--- src/rtl/mul_seq_ctrl.sv ---
// Sequential radix-2 shift-add multiplier for RV64 MUL/MULH/MULHSU/MULHU/MULW.
// One operand bit per cycle; results are written in FIX and held until the next completion.
module mul_seq_ctrl #(
    parameter int XLEN = 64
) (
    input  logic            clk,
    input  logic            rst,
    input  logic            start,
    input  logic [XLEN-1:0] rs1,
    input  logic [XLEN-1:0] rs2,
    input  logic [2:0]      MULControl,
    input  logic            flush,
    output logic            ready,
    output logic            busy,
    output logic            done,
    output logic [XLEN-1:0] result
);

    localparam logic [2:0] OP_MUL    = 3'b100;
    localparam logic [2:0] OP_MULH   = 3'b101;
    localparam logic [2:0] OP_MULHSU = 3'b110;
    localparam logic [2:0] OP_MULHU  = 3'b111;
    localparam logic [2:0] OP_MULW   = 3'b011;

    typedef enum logic [1:0] {IDLE, CALC, FIX, DONE} state_t;

    state_t            state_q, state_d;
    logic [2:0]        op_q, op_d;
    logic [XLEN-1:0]   mcand_q, mcand_d;
    logic [XLEN-1:0]   mplier_q, mplier_d;
    logic              neg_q, neg_d;
    logic [2*XLEN-1:0] acc_q, acc_d;
    logic [5:0]        cnt_q, cnt_d;
    logic [XLEN-1:0]   result_q, result_d;
    logic              ready_q, busy_q, done_q;

    logic              accept;
    logic              a_sgn, b_sgn;
    logic [XLEN-1:0]   a_mag, b_mag;
    logic              op_legal_q;
    logic [XLEN:0]     sum;
    logic [2*XLEN-1:0] prod;

    assign accept = start && ready_q && !flush;

    // Operand magnitudes and result sign derived from the live inputs at accept time.
    always_comb begin
        a_sgn = 1'b0;
        b_sgn = 1'b0;
        a_mag = rs1;
        b_mag = rs2;
        case (MULControl)
            OP_MUL, OP_MULH: begin
                a_sgn = rs1[XLEN-1];
                b_sgn = rs2[XLEN-1];
            end
            OP_MULHSU: a_sgn = rs1[XLEN-1];
            OP_MULW: begin
                a_mag = {{(XLEN-32){1'b0}}, rs1[31:0]};
                b_mag = {{(XLEN-32){1'b0}}, rs2[31:0]};
            end
            default: ;
        endcase
        if (a_sgn) a_mag = -rs1;
        if (b_sgn) b_mag = -rs2;
    end

    always_comb begin
        op_legal_q = (op_q == OP_MUL) || (op_q == OP_MULH) || (op_q == OP_MULHSU) ||
                     (op_q == OP_MULHU) || (op_q == OP_MULW);
        sum  = {1'b0, acc_q[2*XLEN-1:XLEN]} + {1'b0, (mplier_q[0] ? mcand_q : {XLEN{1'b0}})};
        prod = neg_q ? -acc_q : acc_q;
    end

    always_comb begin
        state_d  = state_q;
        op_d     = op_q;
        mcand_d  = mcand_q;
        mplier_d = mplier_q;
        neg_d    = neg_q;
        acc_d    = acc_q;
        cnt_d    = cnt_q;
        result_d = result_q;

        case (state_q)
            IDLE: begin
                if (accept) begin
                    op_d     = MULControl;
                    mcand_d  = a_mag;
                    mplier_d = b_mag;
                    neg_d    = a_sgn ^ b_sgn;
                    acc_d    = '0;
                    cnt_d    = '0;
                    state_d  = CALC;
                end
            end
            CALC: begin
                // Zero/illegal bypass is decided on the captured operands in the first CALC cycle.
                if (cnt_q == 6'd0 && (mcand_q == '0 || mplier_q == '0 || !op_legal_q)) begin
                    acc_d   = '0;
                    state_d = FIX;
                end else begin
                    acc_d    = {sum, acc_q[XLEN-1:1]};
                    mplier_d = mplier_q >> 1;
                    cnt_d    = cnt_q + 6'd1;
                    if (cnt_q == 6'd63) state_d = FIX;
                end
            end
            FIX: begin
                case (op_q)
                    OP_MUL:                       result_d = prod[XLEN-1:0];
                    OP_MULH, OP_MULHSU, OP_MULHU: result_d = prod[2*XLEN-1:XLEN];
                    OP_MULW:                      result_d = {{(XLEN-32){prod[31]}}, prod[31:0]};
                    default:                      result_d = '0;
                endcase
                state_d = DONE;
            end
            DONE:    state_d = IDLE;
            default: state_d = IDLE;
        endcase

        if (flush) begin
            state_d  = IDLE;
            result_d = result_q;
        end
    end

    always_ff @(posedge clk or posedge rst) begin
        if (rst) begin
            state_q  <= IDLE;
            op_q     <= '0;
            mcand_q  <= '0;
            mplier_q <= '0;
            neg_q    <= 1'b0;
            acc_q    <= '0;
            cnt_q    <= '0;
            result_q <= '0;
            ready_q  <= 1'b1;
            busy_q   <= 1'b0;
            done_q   <= 1'b0;
        end else begin
            state_q  <= state_d;
            op_q     <= op_d;
            mcand_q  <= mcand_d;
            mplier_q <= mplier_d;
            neg_q    <= neg_d;
            acc_q    <= acc_d;
            cnt_q    <= cnt_d;
            result_q <= result_d;
            ready_q  <= (state_d == IDLE);
            busy_q   <= (state_d == CALC) || (state_d == FIX);
            done_q   <= (state_d == DONE);
        end
    end

    assign ready  = ready_q;
    assign busy   = busy_q;
    assign done   = done_q;
    assign result = result_q;

endmodule

--- config.mk ---
export PLATFORM = sky130hd
export DESIGN_NAME = mul_seq_ctrl
export DESIGN_NICKNAME = d
export VERILOG_FILES = /design/src/rtl/mul_seq_ctrl.sv
export SDC_FILE = /design/constraint.sdc
export NUM_CORES = 1
export LEC_CHECK = 0
export CAP_MARGIN = 20
export CORE_UTILIZATION = 50
export CTS_BUF_LIST = sky130_fd_sc_hd__clkbuf_2
export CTS_CLUSTER_DIAMETER = 60
export DETAILED_ROUTE_END_ITERATION = 8
export GPL_ROUTABILITY_DRIVEN = 0
export HOLD_SLACK_MARGIN = 0.03
export PLACE_DENSITY = 0.77
export SYNTH_ARGS = -nofsm -noshare
export SYNTH_HDL_FRONTEND = slang
export SYNTH_SLANG_ARGS = --single-unit
--- constraint.sdc ---
create_clock -name clk -period 16 [get_ports clk]
set_clock_uncertainty 0.05 [all_clocks]
set_input_delay 3.2 -clock clk [delete_from_list [all_inputs] [get_ports clk]]
set_output_delay 3.2 -clock clk [all_outputs]
set_load 0.02 [all_outputs]
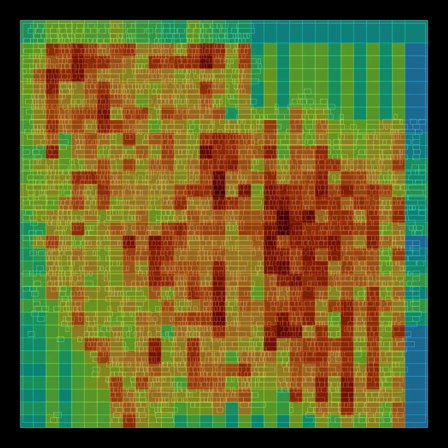
Fig. 1. Track usage over the die.
busiest grt layer: met2
met1 GRT Util: 0.439

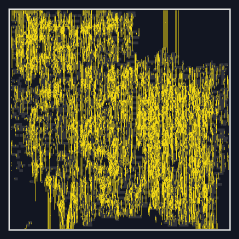
Fig. 2. Signal wires on met2.
Scale: 1 px per micron. Cells faint in the background.
wire length on this layer: 32.3 mm
nets with wire on the layer: 2709
longest straight run: 67.0 microns
main direction: vertical
share of all routed wire: 43%
detailed-route via count: 23700
met2 Use GR: 0.463

==> GITHUB_STEP_SUMMARY <==
## Synthesis and layout report

| Metric | Value |
|---|---|
| Grt ovf | `0` |
| Setup bufs post-CTS | `0` |
| Clock group power | `0.627 mW` |
| Post-synth regs | `335` |
| Max VDD drop | `between 0.09 and 0.1 mV` |
| Most frequent logic cell in the layout | `nand2_1` |
| R2r worst-path depth | `15` |
| Ports | `202` |
| Drt pass-1 iters | `8` |
| Pre-Place Util | `0.506` |
| Worst hold path endpoint | `result[45]` |
| Most numerous logic cells after layout | `nand2_1, dfrtp_1, o21ai_0` |
| Clk root buf | `clkbuf_2` |
| CTS tree | `yes` |
| Cell count after synthesis | `just under 3000` |
| ANT nets after route | `0` |
| Leakage | `around 12 nW` |
| Hold Path Origin | `result[45]` |
| Proportion of layout cells with a drive suffix above 1 | `0.0752` |
| Max reg flops | `128` |
| Placed cell area | `approximately 26000 sq um` |
| Sequential power share | `0.334` |
| Post-synth seq share | `0.356` |
| Post-Place Cells | `3576` |
| Largest net degree at the start of global routing | `118` |
| Net Sw Power | `2.25 mW` |
| TritonCTS Buffers | `92` |
| Fin worst setup slack | `9.64 ns` |
| Drt drc | `0` |
| Core region area | `46600 sq um` |
| Hold Crit Class | `flop to flop` |
| Critical path type | `input pin to flop` |
| Int Power | `2.22 mW` |
| Post-Syn Area | `23600 sq um` |
| Worst Setup Slack post-DPL | `8.57 ns` |
| Achievable Freq | `157 MHz` |
| Chip Area, Yosys | `23600 sq um` |
| CP endpoint | `mplier_q[60]` |
| Comb. pwr | `2.35 mW` |
| Most common reg cell | `dfrtp_1` |
| Reg clk slew, reported paths | `0.10 ns` |
| HPWL after detailed placement | `54400 microns` |
| Min Tclk post-route | `6.36 ns` |
| Final worst-path cycle share | `0.397` |
| Gr usage total | `0.310` |
| DR vias/cell | `6.35` |
| Flop2flop setup slack | `11.25 ns` |
| Post-synth ARST share | `1.00` |
| Post-layout total power | `4.47 mW` |
| Synthesis-to-layout area growth | `13.6%` |
| Worst Path Required | `17.02 ns` |
| Comb pwr share | `0.526` |
| Initial antenna violation count | `2` |
| Fin. max-slew vios | `0` |
| Nets | `3273` |
| Clock power share | `0.140` |
| Num rows | `79` |
| Vias in the first global route | `roughly 22000` |
| Chip area | `between 40000 and 50000 sq um` |
| Post-CTS sizing | `0` |
| First-pass GRT wire length | `119000 microns` |
| Cell Type Count | `84` |
| # setup viols final | `0` |
| Power Density | `167 nW/um^2` |
| DR iter-0 viols | `3450` |
| Yosys Instances | `roughly 2900` |
| IO buf count | `between 200 and 250` |
| Startpoint Class | `input pin` |
| Largest register by flop count | `acc_q` |
| Outcome | `finished, final reports clean` |
| Max FO, Critical Path | `7` |
| Final instance area | `26800 sq um` |
| Worst R2R End | `acc_q[123]` |
| CTS max path bufs | `3` |
| Crit end category | `flop` |
| Reg2reg start | `mplier_q[0]` |
| Fin. Hold Viols | `0` |
| Slew headroom | `0.266` |
==> final cells by class <==
| cell class | instances | area, sq um |
|---|---|---|
| fill | 4162 | 19800 |
| multi-input combinational | 2360 | 14400 |
| sequential | 335 | 8390 |
| timing repair buffer | 227 | 2270 |
| tap | 607 | 759 |
| clock buffer | 128 | 641 |
| inverter | 50 | 195 |
| clock inverter | 24 | 153 |
| antenna | 4 | 10.0 |
==> metal layers <==
layer | GRT usage | part of all wire
met1 | 0.439 | 0.43
met3 | 0.0614 | 0.10
met4 | 0.121 | 0.037
met5 | 0 | 0
met2 | 0.463 | 0.43
==> Yosys cell counts, types with 39 or more instances <==
cell type,number,area share
nand4_1,39,0.010
xor2_1,128,0.048
o31ai_1,60,0.019
a22o_1,76,0.028
ha_1,71,0.038
nand3_1,77,0.016
inv_1,50,0.0080
o21ai_0,330,0.070
dfrtp_1,334,0.35
xnor2_1,108,0.040
a21oi_1,191,0.041
nor3_1,80,0.017
or3_1,40,0.011
nor2_1,192,0.031
nor4_1,71,0.019
nand2_1,431,0.069
clkbuf_1,155,0.025
and2_1,76,0.020
==> critical path, stage by stage <==
cell	delay, ns
clkdlybuf4s50_1	0.50
nor4_1	0.85
nand3b_1	0.37
nor3_1	0.61
nand3_1	0.24
or3b_2	0.59
nand2b_1	0.23
nor4_1	0.37
o211ai_1	0.12
o311a_1	0.15
o21ai_0	0.14
==> cells by family (layout without fill, tap and decap cells) <==
kind of cell | after synthesis | count (layout) | synth area share
fa+ha+maj | 72 | 72 | 0.0385
flops | 335 | 335 | 0.356
compound gates | 906 | 906 | 0.243
other cells | 0 | 4 | 0
simple gates | 1126 | 1126 | 0.230
mux | 20 | 20 | 0.00918
buf+inv | 224 | 429 | 0.0363
xor+xnor | 236 | 236 | 0.0877
Power figures rest on the tool's default switching activity, not on a simulated workload.
